[src/rtl/late1_rx.sv]
// late1_rx: 8N1 UART receiver with a one-cycle registered input stage.
// The serial line is registered once (rx_q) and the FSM only ever looks at
// that delayed copy. The last good byte is held on rx_data.
//
// state        | meaning
// ST_IDLE      | line idle, waiting for a low level on rx_q
// ST_START     | start bit seen, re-checking it at mid-bit
// ST_DATA      | sampling data bits, one every CLKS_PER_BIT clocks, LSB first
// ST_STOP      | sampling the stop bit; a high level publishes the byte
// ST_WAIT_IDLE | framing error, waiting for the line to return high
module late1_rx #(
  parameter int CLKS_PER_BIT = 16,
  parameter int DATA_BITS    = 8
) (
  input  logic                 clk,
  input  logic                 rst,
  input  logic                 enable,
  input  logic                 wr_en,
  input  logic                 rx,
  output logic [DATA_BITS-1:0] rx_data
);

  localparam int CW = 16;
  localparam int IW = (DATA_BITS > 1) ? $clog2(DATA_BITS) : 1;

  // The counter runs 0..C-1. The start bit is re-checked at count H, which
  // puts every later sample close to the middle of its bit.
  localparam logic [CW-1:0] CNT_HALF = CW'((CLKS_PER_BIT - 1) / 2);
  localparam logic [CW-1:0] CNT_LAST = CW'(CLKS_PER_BIT - 1);
  localparam logic [IW-1:0] IDX_LAST = IW'(DATA_BITS - 1);

  typedef enum logic [2:0] {
    ST_IDLE      = 3'd0,
    ST_START     = 3'd1,
    ST_DATA      = 3'd2,
    ST_STOP      = 3'd3,
    ST_WAIT_IDLE = 3'd4
  } state_t;

  state_t                 r_state;
  state_t                 w_state_nxt;
  logic                   r_rx_q;
  logic [CW-1:0]          r_cnt;
  logic [CW-1:0]          w_cnt_nxt;
  logic [IW-1:0]          r_idx;
  logic [IW-1:0]          w_idx_nxt;
  logic [DATA_BITS-1:0]   r_shift;
  logic [DATA_BITS-1:0]   w_shift_nxt;
  logic [DATA_BITS-1:0]   r_rx_data;
  logic                   w_load;

  // Input stage: the FSM sees the line one clock late.
  always_ff @(posedge clk or negedge rst) begin
    if (!rst) r_rx_q <= 1'b1;
    else      r_rx_q <= rx;
  end

  // State, counters, shift register and output byte.
  always_ff @(posedge clk or negedge rst) begin
    if (!rst) begin
      r_state   <= ST_IDLE;
      r_cnt     <= '0;
      r_idx     <= '0;
      r_shift   <= '0;
      r_rx_data <= '0;
    end else begin
      r_state <= w_state_nxt;
      r_cnt   <= w_cnt_nxt;
      r_idx   <= w_idx_nxt;
      r_shift <= w_shift_nxt;
      if (w_load) r_rx_data <= r_shift;
    end
  end

  // Next-state logic. The byte is complete before ST_STOP is entered, so
  // the output loads directly from the shift register on a good stop bit.
  always_comb begin
    w_state_nxt = r_state;
    w_cnt_nxt   = r_cnt;
    w_idx_nxt   = r_idx;
    w_shift_nxt = r_shift;
    w_load      = 1'b0;

    case (r_state)
      ST_IDLE: begin
        w_cnt_nxt = '0;
        w_idx_nxt = '0;
        if (!r_rx_q) w_state_nxt = ST_START;
      end

      ST_START: begin
        if (r_cnt == CNT_HALF) begin
          w_cnt_nxt   = '0;
          w_state_nxt = r_rx_q ? ST_IDLE : ST_DATA;
        end else begin
          w_cnt_nxt = r_cnt + 1'b1;
        end
      end

      ST_DATA: begin
        if (r_cnt == CNT_LAST) begin
          w_cnt_nxt          = '0;
          w_shift_nxt[r_idx] = r_rx_q;
          if (r_idx == IDX_LAST) begin
            w_idx_nxt   = '0;
            w_state_nxt = ST_STOP;
          end else begin
            w_idx_nxt = r_idx + 1'b1;
          end
        end else begin
          w_cnt_nxt = r_cnt + 1'b1;
        end
      end

      ST_STOP: begin
        if (r_cnt == CNT_LAST) begin
          w_cnt_nxt = '0;
          if (r_rx_q) begin
            w_state_nxt = ST_IDLE;
            w_load      = wr_en;
          end else begin
            w_state_nxt = ST_WAIT_IDLE;
          end
        end else begin
          w_cnt_nxt = r_cnt + 1'b1;
        end
      end

      ST_WAIT_IDLE: begin
        w_cnt_nxt = '0;
        w_idx_nxt = '0;
        if (r_rx_q) w_state_nxt = ST_IDLE;
      end

      default: begin
        w_state_nxt = ST_IDLE;
        w_cnt_nxt   = '0;
        w_idx_nxt   = '0;
      end
    endcase

    // Disabling the receiver abandons any frame in progress.
    if (!enable) begin
      w_state_nxt = ST_IDLE;
      w_cnt_nxt   = '0;
      w_idx_nxt   = '0;
      w_load      = 1'b0;
    end
  end

  assign rx_data = r_rx_data;

endmodule

[config.mk]
export PLATFORM = sky130hd
export DESIGN_NAME = late1_rx
export DESIGN_NICKNAME = d
export VERILOG_FILES = /design/src/rtl/late1_rx.sv
export SDC_FILE = /design/constraint.sdc
export NUM_CORES = 1
export LEC_CHECK = 0
export CAP_MARGIN = 20
export CORE_MARGIN = 3
export CORE_UTILIZATION = 46
export DETAILED_ROUTE_END_ITERATION = 8
export GPL_TIMING_DRIVEN = 0
export PLACE_DENSITY = 0.68
export SYNTH_ARGS = -nofsm -noshare
export SYNTH_HDL_FRONTEND = slang
export SYNTH_SLANG_ARGS = --single-unit
[constraint.sdc]
create_clock -name clk -period 2.1 [get_ports clk]
set_input_delay 0.21 -clock clk [delete_from_list [all_inputs] [get_ports clk]]
set_output_delay 0.21 -clock clk [all_outputs]
set_load 0.02 [all_outputs]
==> images/layer_met1.png <==
Scale bar: 20 um.
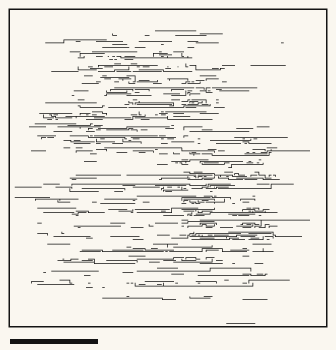
longest straight run	26.7 um
wire length on this layer	1930 um
nets with wire on the layer	197
vias post-DR: 1448
met1 Track Usage GR: 25.1%
drt total wl: 4080 um

==> images/layer_met2.png <==
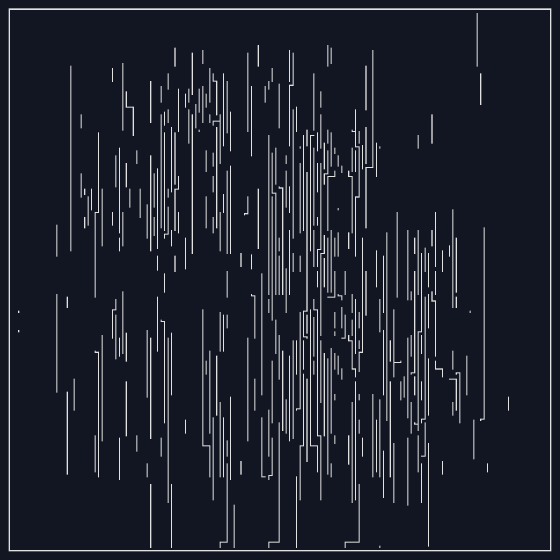
nets with wire on the layer	180
main direction	vertical

==> images/layer_met3.png <==
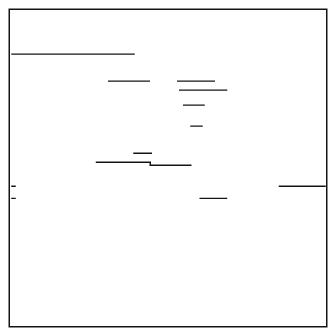
wire length on this layer	107 um
share of all routed wire	2.6%
nets with wire on the layer	10
main direction	horizontal
longest straight run	27.6 um

==> images/io_fan.png <==
Scale bar: 20 um.
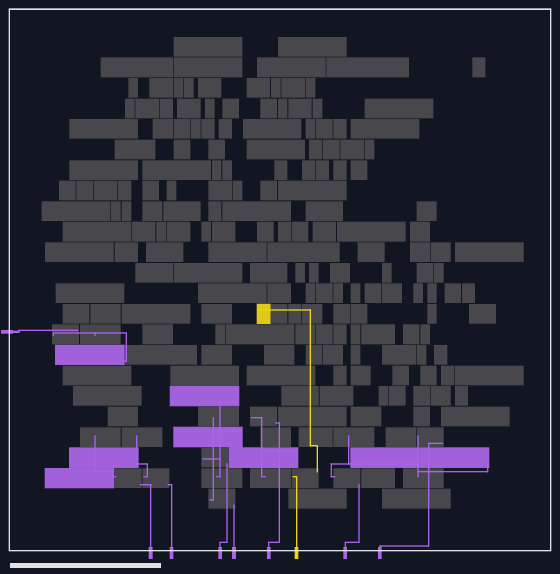
port	colour	direction	end cells	buffers	wire
rx_data	purple	output	8	8	201 um
wr_en	yellow	input	1	1	39.0 um
Top-Level Pins: 13
Port-buffer cells: 12

-- worst paths after layout --
check | slack, ps | end
max | 100 | r_shift[4]
min | 30 | r_cnt[14]
max reg2reg | 100 | r_shift[4]
min reg2reg | 470 | r_cnt[0]
max in group asynchronous | 1500 | r_cnt[8]
min in group clk | 350 | r_rx_q
-- synthesized netlist by cell type, types with 5 or more instances --
library cell	count	area (um2)
mux2_2	8	90.1
mux2_4	8	120
dfrtp_1	38	951
nand2_1	8	30.0
nor2b_1	5	31.3
nor4_1	10	62.6
inv_1	5	18.8
xnor2_1	11	96.3
nand4_1	12	75.1
nor2_1	20	75.1
nand3_1	9	45.0
-- flip-flops by register name (all words and copies together) (netlist names) --
name and count:
r_cnt 16, r_shift 8, rx_data 8, r_idx 3
r_state 3, r_rx_q 1
==> flow_metrics.tcl <==
# collected from the flow reports
set metrics [dict create \
    cp-startpoint "r_cnt[7]" \
    nFlopsAndLatches 39 \
    internal-power_mw 1.17 \
    leakage_nw 0.990 \
    num_antenna_cells 0 \
    finalClockSkew_ps 5.41 \
    utilization_pct 57.8 \
    ys_sh_adder_pct 1.90 \
    dp_slack_ps -93.5 \
    ys_sh_mux_pct 11.2 \
    combPwrFrac_pct 6.2 \
    placed_cells 243 \
    largest_class "combinational gates" \
    layoutNonFillerInstCount 251 \
    core_um2 4060 \
    fmax_mhz 501 \
    tritoncts "done" \
    synthCells 181 \
    flop_cell "dfrtp_1" \
    crit_type "reg2reg" \
    dr.pass1.iters 4 \
    synth.ff_latch_count 39 \
    fin_crit_ps 2000 \
    flop_area_um2 978 \
    clock-root-buffer "clkbuf_8" \
    critPathMaxFanout 10 \
    cts.htree.levels 2 \
    wl_met1_um 1930 \
    busiest_layer "met2" \
    p_total_mw 1.50 \
    dieArea_um2 5110 \
    ant_nets 0 \
    netSwitchingFraction_pct 21.7 \
    crit_family "simple AND/OR/NAND/NOR gates" \
    grtUsageTotal_pct 17.3 \
    postCtsHoldBufs 0 \
    path_depth 5 \
    final-clk-cell-share_pct 5.02 \
    path_cells "nor4_4, nand4_1, buf_4, nor4_2, mux2_2" \
    power.group.top "registers" \
    grt_use_met3_pct 3.09 \
    postSynth.asyncResetShare_pct 100 \
    synth-simple-area-share_pct 24.5 \
    nNetsFinal 208 \
    yosysChipArea_um2 1970 \
    nonClkBufAreaFrac_pct 6.94 \
    status "complete, no violations" \
    seq_power_share_pct 51.2 \
    powerClk_mw 0.637 \
    cp_slowest_cell "dfrtp_1" \
    grt_pass1_vias 1422 \
    post_cts_buffers 0 \
    wl_met2_um 2010 \
    use_met2_pct 26.8 \
    dp_hpwl_um 2730 \
    wl_met3_um 106 \
    ir_worst_vdd_uv 428 \
    comb_cells 129 \
    wire_per_inst_um 16.2 \
    compound_area_share_pct 4.56 \
    gp_congestion 0.933 \
    ys_cells 181 \
    n_clock_buffer 6 \
    slew_headroom_pct 44.1 \
    cts_max_path_buffers 2 \
    rsz0062_at_grt "true" \
    fill_cells 332 \
    die_height_um 71.5 \
    cts.sinks 39 \
    crit_path_end_kind "flop" \
    worstMarginPinSlew_ps 839 \
    tap_cells 50 \
    yosys.cell_types.count 38 \
    tns_ps 0 \
    edf_count 0 \
    grt_pass1_wl_um 7040 \
    hold_slack_ps 25.8 \
    warning_count 28 \
    p_switching_mw 0.325 \
    seq-power_mw 0.767 \
    critical_path_arrival_ps 2170 \
    crit_path_max_incr_delay_ps 450 \
    path_buffers 1 \
    synth.cell_area_um2 1970 \
    reg2reg_depth 5 \
    lay_top_count "dfrtp_1" \
    inverters 5 \
    vias_per_cell 5.77 \
    synth_warnings 0 \
    antenna_found_initial 0 \
    layout-drive-gt1-share_pct 22.4 \
    clock_power_share_pct 42.5 \
    xor_share_pct 5.32 \
    num_rows 23 \
    pg_comb_mw 0.0935 \
    worstSkewPairLatency_ps 280 \
    fin_crit_sh_pct 95.1 \
    maxCapViolations 0 \
    cts_resized 4 \
    fp_nets 189 \
    numCtsBuffers 5 \
    nNonClkBuffers 20 \
]
